--- src/rtl/regfile_sb.sv ---
// Register file with half-word immediate writes, carry/borrow flags and a per-register pending scoreboard.
// Define REGFILE_SB_BYPASS_EN to forward same-cycle writes and flag updates to the read outputs.
module regfile_sb #(
    parameter int DATA_W  = 16,
    parameter int NUM_REG = 8,
    parameter int ADDR_W  = 3
) (
    input  logic              clk_pi,
    input  logic              reset_pi,
    input  logic              clk_en_pi,
    input  logic [ADDR_W-1:0] src1_reg_pi,
    input  logic [ADDR_W-1:0] src2_reg_pi,
    input  logic [ADDR_W-1:0] dest_reg_pi,
    input  logic              wr_en_pi,
    input  logic [DATA_W-1:0] wr_data_pi,
    input  logic              movi_lower_pi,
    input  logic              movi_higher_pi,
    input  logic [DATA_W/2-1:0] immediate_pi,
    input  logic              flags_wr_pi,
    input  logic              new_carry_pi,
    input  logic              new_borrow_pi,
    input  logic              reserve_pi,
    input  logic [ADDR_W-1:0] reserve_reg_pi,
    output logic [DATA_W-1:0] reg1_data_po,
    output logic [DATA_W-1:0] reg2_data_po,
    output logic [DATA_W-1:0] regD_data_po,
    output logic              src1_pending_po,
    output logic              src2_pending_po,
    output logic              current_carry_po,
    output logic              current_borrow_po,
    output logic              reserve_err_po
);

    localparam int HALF_W = DATA_W / 2;

    logic [DATA_W-1:0]  regs [NUM_REG];
    logic [NUM_REG-1:0] pending;
    logic               carry;
    logic               borrow;
    logic               reserve_err;
    logic [DATA_W-1:0]  wr_value;

    // Merged write value; movi_lower takes priority over movi_higher.
    always_comb begin
        wr_value = wr_data_pi;
        if (movi_lower_pi)
            wr_value = {regs[dest_reg_pi][DATA_W-1:HALF_W], immediate_pi};
        else if (movi_higher_pi)
            wr_value = {immediate_pi, regs[dest_reg_pi][HALF_W-1:0]};
    end

    always_ff @(posedge clk_pi) begin
        if (reset_pi) begin
            for (int unsigned i = 0; i < NUM_REG; i++)
                regs[ADDR_W'(i)] <= DATA_W'(i);
            pending     <= '0;
            carry       <= 1'b0;
            borrow      <= 1'b0;
            reserve_err <= 1'b0;
        end else if (clk_en_pi) begin
            if (wr_en_pi) begin
                regs[dest_reg_pi]    <= wr_value;
                pending[dest_reg_pi] <= 1'b0;
            end
            // Issued after the clear so a same-cycle reserve leaves the bit set.
            if (reserve_pi) begin
                pending[reserve_reg_pi] <= 1'b1;
                if (pending[reserve_reg_pi] && !(wr_en_pi && dest_reg_pi == reserve_reg_pi))
                    reserve_err <= 1'b1;
            end
            if (flags_wr_pi) begin
                carry  <= new_carry_pi;
                borrow <= new_borrow_pi;
            end
        end
    end

`ifdef REGFILE_SB_BYPASS_EN
    logic wr_fire;
    assign wr_fire = clk_en_pi & wr_en_pi & ~reset_pi;

    always_comb begin
        reg1_data_po = regs[src1_reg_pi];
        reg2_data_po = regs[src2_reg_pi];
        regD_data_po = regs[dest_reg_pi];
        if (wr_fire && src1_reg_pi == dest_reg_pi)
            reg1_data_po = wr_value;
        if (wr_fire && src2_reg_pi == dest_reg_pi)
            reg2_data_po = wr_value;
        if (wr_fire)
            regD_data_po = wr_value;
    end

    always_comb begin
        current_carry_po  = carry;
        current_borrow_po = borrow;
        if (clk_en_pi && flags_wr_pi) begin
            current_carry_po  = new_carry_pi;
            current_borrow_po = new_borrow_pi;
        end
    end
`else
    always_comb begin
        reg1_data_po = regs[src1_reg_pi];
        reg2_data_po = regs[src2_reg_pi];
        regD_data_po = regs[dest_reg_pi];
    end

    always_comb begin
        current_carry_po  = carry;
        current_borrow_po = borrow;
    end
`endif

    assign src1_pending_po = pending[src1_reg_pi];
    assign src2_pending_po = pending[src2_reg_pi];
    assign reserve_err_po  = reserve_err;

endmodule

--- config.mk ---
export PLATFORM = sky130hd
export DESIGN_NAME = regfile_sb
export DESIGN_NICKNAME = d
export VERILOG_FILES = /design/src/rtl/regfile_sb.sv
export SDC_FILE = /design/constraint.sdc
export NUM_CORES = 1
export LEC_CHECK = 0
export CAP_MARGIN = 20
export CORE_MARGIN = 1.5
export CORE_UTILIZATION = 55
export DETAILED_ROUTE_END_ITERATION = 12
export PLACE_DENSITY = 0.79
export REMOVE_ABC_BUFFERS = 1
export SLEW_MARGIN = 20
export SYNTH_ARGS = -nofsm -noshare
export SYNTH_HDL_FRONTEND = slang
export SYNTH_SLANG_ARGS = --single-unit
--- constraint.sdc ---
create_clock -name clk_pi -period 3.7 [get_ports clk_pi]
set_input_delay 0.37 -clock clk_pi [delete_from_list [all_inputs] [get_ports clk_pi]]
set_output_delay 0.37 -clock clk_pi [all_outputs]
set_load 0.05 [all_outputs]
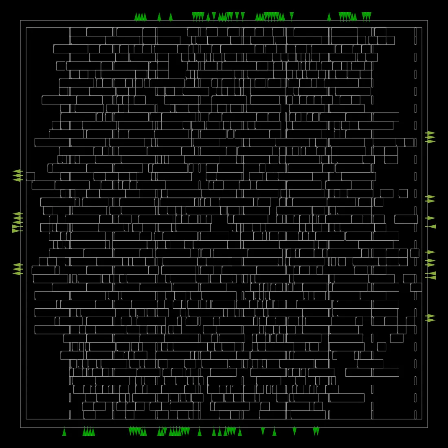
run_1/placed.png
sequential fraction of total cell area: 38.2%
core box area: 15,800 sq um
flop count: 139

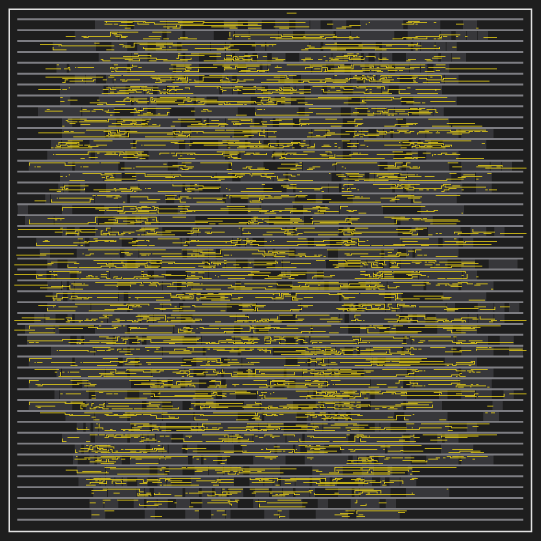
run_1/m1.png
Drawn at 4 px/um. Supply wires on this layer in grey.
main direction	horizontal
nets with wire on the layer	781
share of all routed wire	35%
longest straight run	46.5 um
via count: 7,093
met1 Usage GRT: 43.5%
final WL: 28,400 um

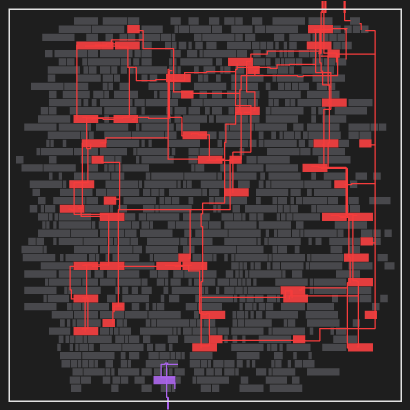
run_1/port_trees.png
Drawn at 3 px/um.
port	colour	bits	direction	edge	end cells	buffers	wire
current_carry_po	purple	1	output	south	1	1	29.6 um
src1_reg_pi	red	3	input	north	51	7	1,610 um
I/O pin count: 99
IO Port Bufs: 98

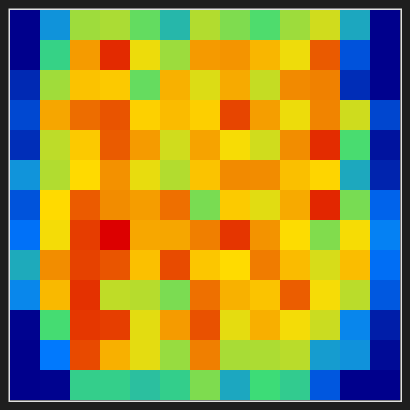
run_1/util_map.png
Drawn at 3 px/um. The die is cut into 13 by 13 equal tiles; dark blue is low, red is high, 0 to 100% covered.
fullest tile	100%
densest ninth of the die	centre
mean over tiles	61%
nearly empty tiles	6.5%
FP Core Util: 56.2%
Finished Core Util: 67.1%

==> notes.md, run 1 <==
run metrics: Post-Synthesis Cells=690, reg-to-reg slack, setup=1.64 ns, power per cell area=418 nW/um^2, top-count cell post-synth=edfxtp_1, Overflow after GRT=0, tool warnings=25, met3 GRT Util=8.20%, total power=4.45 mW, grt met2 use=55.6%, most used logic cell in the final layout=edfxtp_1, worst setup margin=0.721 ns, first-pass GRT wire length=42,200 um, Post-Place Cells=974, CP arrival=2.61 ns, WHS Endpoint=current_carry_po, Root Buffer=clkbuf_16, Leak=3.88 nW, number of max-cap violations=0, Synth Register Bits=139, HP Class=reg2reg, DR WL/cell=28.2 um, filler cell count=1,106, reg2reg end=regs[3][12], Hold Path Cell Cnt=2, chip width=130 um, Late-Pin Clk Latency=0.43 ns, Critical R2R Launch=regs[7][12], status=complete, no violations, FFs w/ async S/R, synth=0%, Setup-failing EPs final=0, overall global routing resource usage=34.7%, Critical Path Source Type=primary input, relative slew slack=30.0%, Slew @ Worst Pin=1.04 ns, final slew viol count=0, full die area=16,900 sq um, Max-area cell share=43.2%, post-CTS resize count=0, VDD IR max=0.000317 V, # Post-CTS Setup Buffers=0, first-pass iteration count of the detailed router=5, number of diodes=0, # DRC=0, final hold vios=0, gr busiest metal=met2, yosys cell count=690, synth unique cells=59, Top FF cell, synth=edfxtp_1, placed instance area=10,100 sq um, synthesized area=8890 sq um, clock transition at the registers of the reported paths=0.06 ns, Post-Place Worst Slack=0.675 ns, layout cells sized above 1=32.4%, antenna violations before repair=0, Final period util=80.5%, Max FO, Critical Path=13, placer congestion estimate=0.943, hold_sp=current_carry_po, Initial DRC Count=926, number of enable flip-flop cells=128, area delta synth->final=19.5%, Chip Height=130 um, most numerous logic cells after layout=128 x edfxtp_1, 77 x mux4_2, 69 x nor2_1, vias in the first global route=7,103
==> run 1: cell type report <==
type,count,area [sq um],area share [%]
Multi-Input combinational cell,479,4510,42.4
Timing Repair Buffer,126,1190,11.2
Tap cell,216,270,2.54
Inverter,14,52.6,0.495
Clock inverter,12,106,1.00
Sequential cell,139,4060,38.2
Clock buffer,19,433,4.07
==> run 1: worst max-delay path, cell delays in order <==
cell and delay, ns:
clkdlybuf4s50_1 0.62, buf_4 0.30, nand2_1 0.51, o22ai_1 0.25
or2_2 0.38, buf_12 0.16
==> run 1: layer usage <==
layer | up-vias | wire length, um
met2 | 552 | 13900
met5 | - | 0
met3 | 111 | 3060
met1 | 3540 | 9880
met4 | 0 | 1490
li1 | 2890 | -
==> run 1: cell families after synthesis <==
family | count (synthesis) | share of synthesized area, %
and+or+nand+nor | 235 | 13.2
muxes | 166 | 30.2
DFF | 139 | 45.7
AOI/OAI and AO/OA | 75 | 6.78
buffers and inverters | 72 | 3.77
xor gates and xnor gates | 3 | 0.295
==> run 1: state kept, by name (all words and copies together) (netlist names) <==
register / cells
reserve_err_po: 1
pending: 8
current_carry_po: 1
regs: 128
current_borrow_po: 1
==> run 1: worst max path at each step <==
stage,startpoint,to,slack [ns],cells past startpoint
after floorplan,dest_reg_pi[0],regs[1][8],1.61,4
after global placement,dest_reg_pi[1],regD_data_po[12],0.74,6
after detailed placement,dest_reg_pi[2],regs[3][4],0.67,5
after CTS,dest_reg_pi[1],regD_data_po[12],0.76,6
after global routing,dest_reg_pi[2],regD_data_po[7],0.65,6
final,dest_reg_pi[2],regD_data_po[7],0.72,6
==> run 1: power breakdown <==
group,total (mW),internal (mW),switching [mW]
clock,1.61,0.968,0.647
sequential,1.83,1.78,0.0496
combinational,1.01,0.400,0.606
run_1/sizing.png
Drawn at 3 px/um.
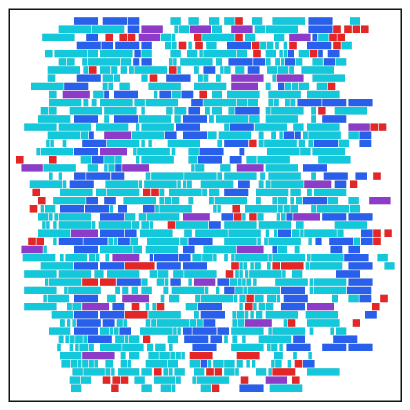

==> run 2, diff against run 1 <==
Clock period 3.7 ns to 3 ns, I/O delays scaled along.
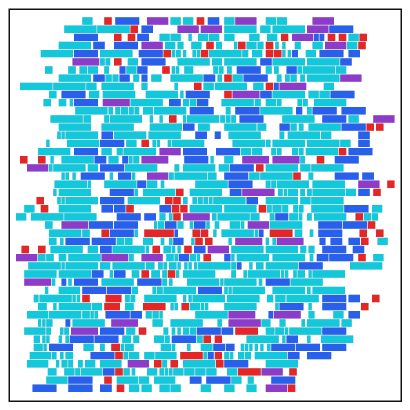
run_2/sizing.png
Drawn at 3 px/um.
size	colour	cells	share
x2	blue	151	19%
x6 and larger	purple	41	5.1%
x1 and smaller	cyan	529	65%
x3 and x4	red	89	11%
worst setup margin: 0.366 ns
Design Area, Final: 10,900 sq um

==> run 2 against run 1 <==
  * Register-to-register slack lost 0.66 ns
  * Synthesized area unchanged
  * Clock-buffer cell count shrank 2
  * First-iteration DRC count up 3.7%
  * Clock power increased by 25%
  * Clock skew barely moved
  * Combinational power grew 27%
  * Worst setup slack worse by 0.35 ns
  * Utilization is 1.9 points higher
  * Cell count grew 2.1%
  * Largest power group unchanged
==> notes.md, run 2 <==
run metrics: vias in the first global route=7,172, critical path's slowest cell=mux4_2, tap cell count=216, combinational share of power=23.0%, reg-to-reg slack, setup=0.98 ns, DR WL/cell=27.5 um, number of max-cap violations=0, Chip Height=130 um, Tmin final=2.63 ns, Synth Register Bits=139, power per cell area=508 nW/um^2, clock transition at the registers of the reported paths=0.06 ns, first-pass GRT wire length=42,000 um, sequential fraction of total cell area=37.2%, Largest register FFs=128, Critical R2R Launch=regs[7][12], tool warnings=25, antenna violations before repair=0, VDD IR max=0.000428 V, biggest regs=regs (128), pending (8), Late-Pin Clk Latency=0.43 ns, most numerous logic cells after layout=128 x edfxtp_1, 77 x mux4_2, 77 x buf_4, final hold vios=0, Sequential Area=4060 sq um, Post-Synthesis Cells=690, FP Core Util=56.2%, number of diodes=0, synthesized area=8890 sq um, relative slew slack=43.3%, chip width=130 um, first-pass iteration count of the detailed router=5, final WL=28,200 um, layout cells sized above 1=34.7%, IO Port Bufs=98, FFs w/ async S/R, synth=0%, reg2reg end=regs[7][12], Max FO, Critical Path=25, Hold Path Cell Cnt=2, via count=7,155, Non-clock buffers=146, core box area=15,800 sq um, status=complete, no violations, Leak=4.03 nW, Root Buffer=clkbuf_16, Post-Place Worst Slack=0.327 ns, Comb area=4510 sq um, filler cell count=1,079, flop count=139, number of enable flip-flop cells=128, Biggest register=regs, Sw Share=29.3%, I/O pin count=99, register share of total power=40.5%, hold_sp=current_carry_po, Final period util=87.8%, Critical Path Source Type=primary input, overall global routing resource usage=34.7%, placer congestion estimate=0.916, Logic Gate Count=479, Comb/total area=41.2%, Finished Core Util=69.1%, Initial DRC Count=960, HP Class=reg2reg, CP max stage delay=0.56 ns, Non-clock inverters=14, Switch Pwr=1.63 mW, Setup-failing EPs final=0, # DRC=0, yosys cell count=690, CLK BUF=17, XORs/XNORs by Area=0.295%, cell chain of the critical path=clkdlybuf4s50_1 -> buf_12 -> clkinv_1 -> mux4_2 -> or2_2 -> buf_4, mux share=30.2%, # Post-CTS Setup Buffers=0, full die area=16,900 sq um, post-CTS resize count=0, final-layout clock-cell area share=5.10%, most used logic cell in the final layout=edfxtp_1, AO/OA Area Share=6.78%, Max-area cell share=43.2%, Top FF cell, synth=edfxtp_1, CP arrival=2.33 ns, synth unique cells=59, area delta synth->final=22.9%, simple share=13.2%, Overflow after GRT=0, adder share=0%, Data buffer area share=13.5%, internal power=3.92 mW, Clk pwr share=36.4%, Biggest Area Class=multi-input combinational cells, top-count cell post-synth=edfxtp_1, final slew viol count=0, WHS Endpoint=current_carry_po
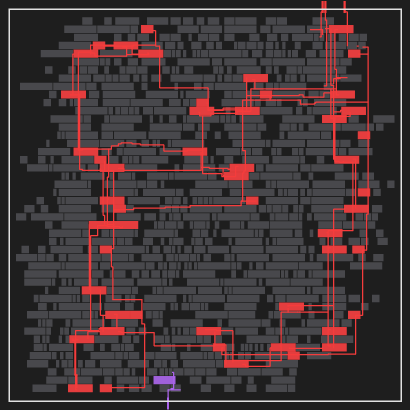
run_2/port_trees.png
Drawn at 3 px/um.

run 2: cell counts after synthesis:
No cell type changed its count.
run 2: worst max path at each step:
stage                   start          endpoint  cells past startpoint
2_1_floorplan      regs[6][8]        regs[1][8]                      4
3_3_place_gp   dest_reg_pi[1]        regs[2][5]                      6
3_5_place_dp   dest_reg_pi[2]        regs[2][9]                      7
4_1_cts        dest_reg_pi[1]  regD_data_po[12]                      6
5_1_grt        dest_reg_pi[1]  regD_data_po[12]                      6
6_report       dest_reg_pi[1]  regD_data_po[12]                      6
run 2: critical path, delay by kind of cell:
family | cells | cell delay, ns
muxes | 1 | 0.56
and+or+nand+nor | 1 | 0.29
buffers and inverters | 4 | 1.18
run 2: cell families after synthesis:
family                    after synthesis
xor gates and xnor gates                3
DFF                                   139
AOI/OAI and AO/OA                      75
buffers and inverters                  72
and+or+nand+nor                       235
muxes                                 166
run 2: power by group through the flow:
stage / sequential, mW / combinational, mW / clock, mW
after global placement: 2.27 / 1.24 / 0
after global routing: 2.26 / 1.33 / 2.09
after floorplan: 2.27 / 0.718 / 0
after CTS: 2.25 / 1.27 / 2.02
after detailed placement: 2.29 / 1.26 / 0
final: 2.25 / 1.28 / 2.02
run 2: metal layers:
layer	vias to the layer above	track usage [%]	part of all wire, %
li1	2929	-	-
met1	3559	43.2	34
met2	553	57.2	50
met3	114	7.75	11
met4	0	17.8	4.6
met5	-	0	0
run 2: through the flow:
step / std cells / hold WS [ns] / power [mW]
2_1_floorplan: 632 / 0.369 / 2.99
3_3_place_gp: 994 / 0.442 / 3.51
3_5_place_dp: 994 / 0.451 / 3.55
4_1_cts: 1026 / 0.439 / 5.53
5_1_grt: 1026 / 0.451 / 5.68
6_report: 1026 / 0.456 / 5.55
No activity file was given, so power comes from the tool's default toggle rates.
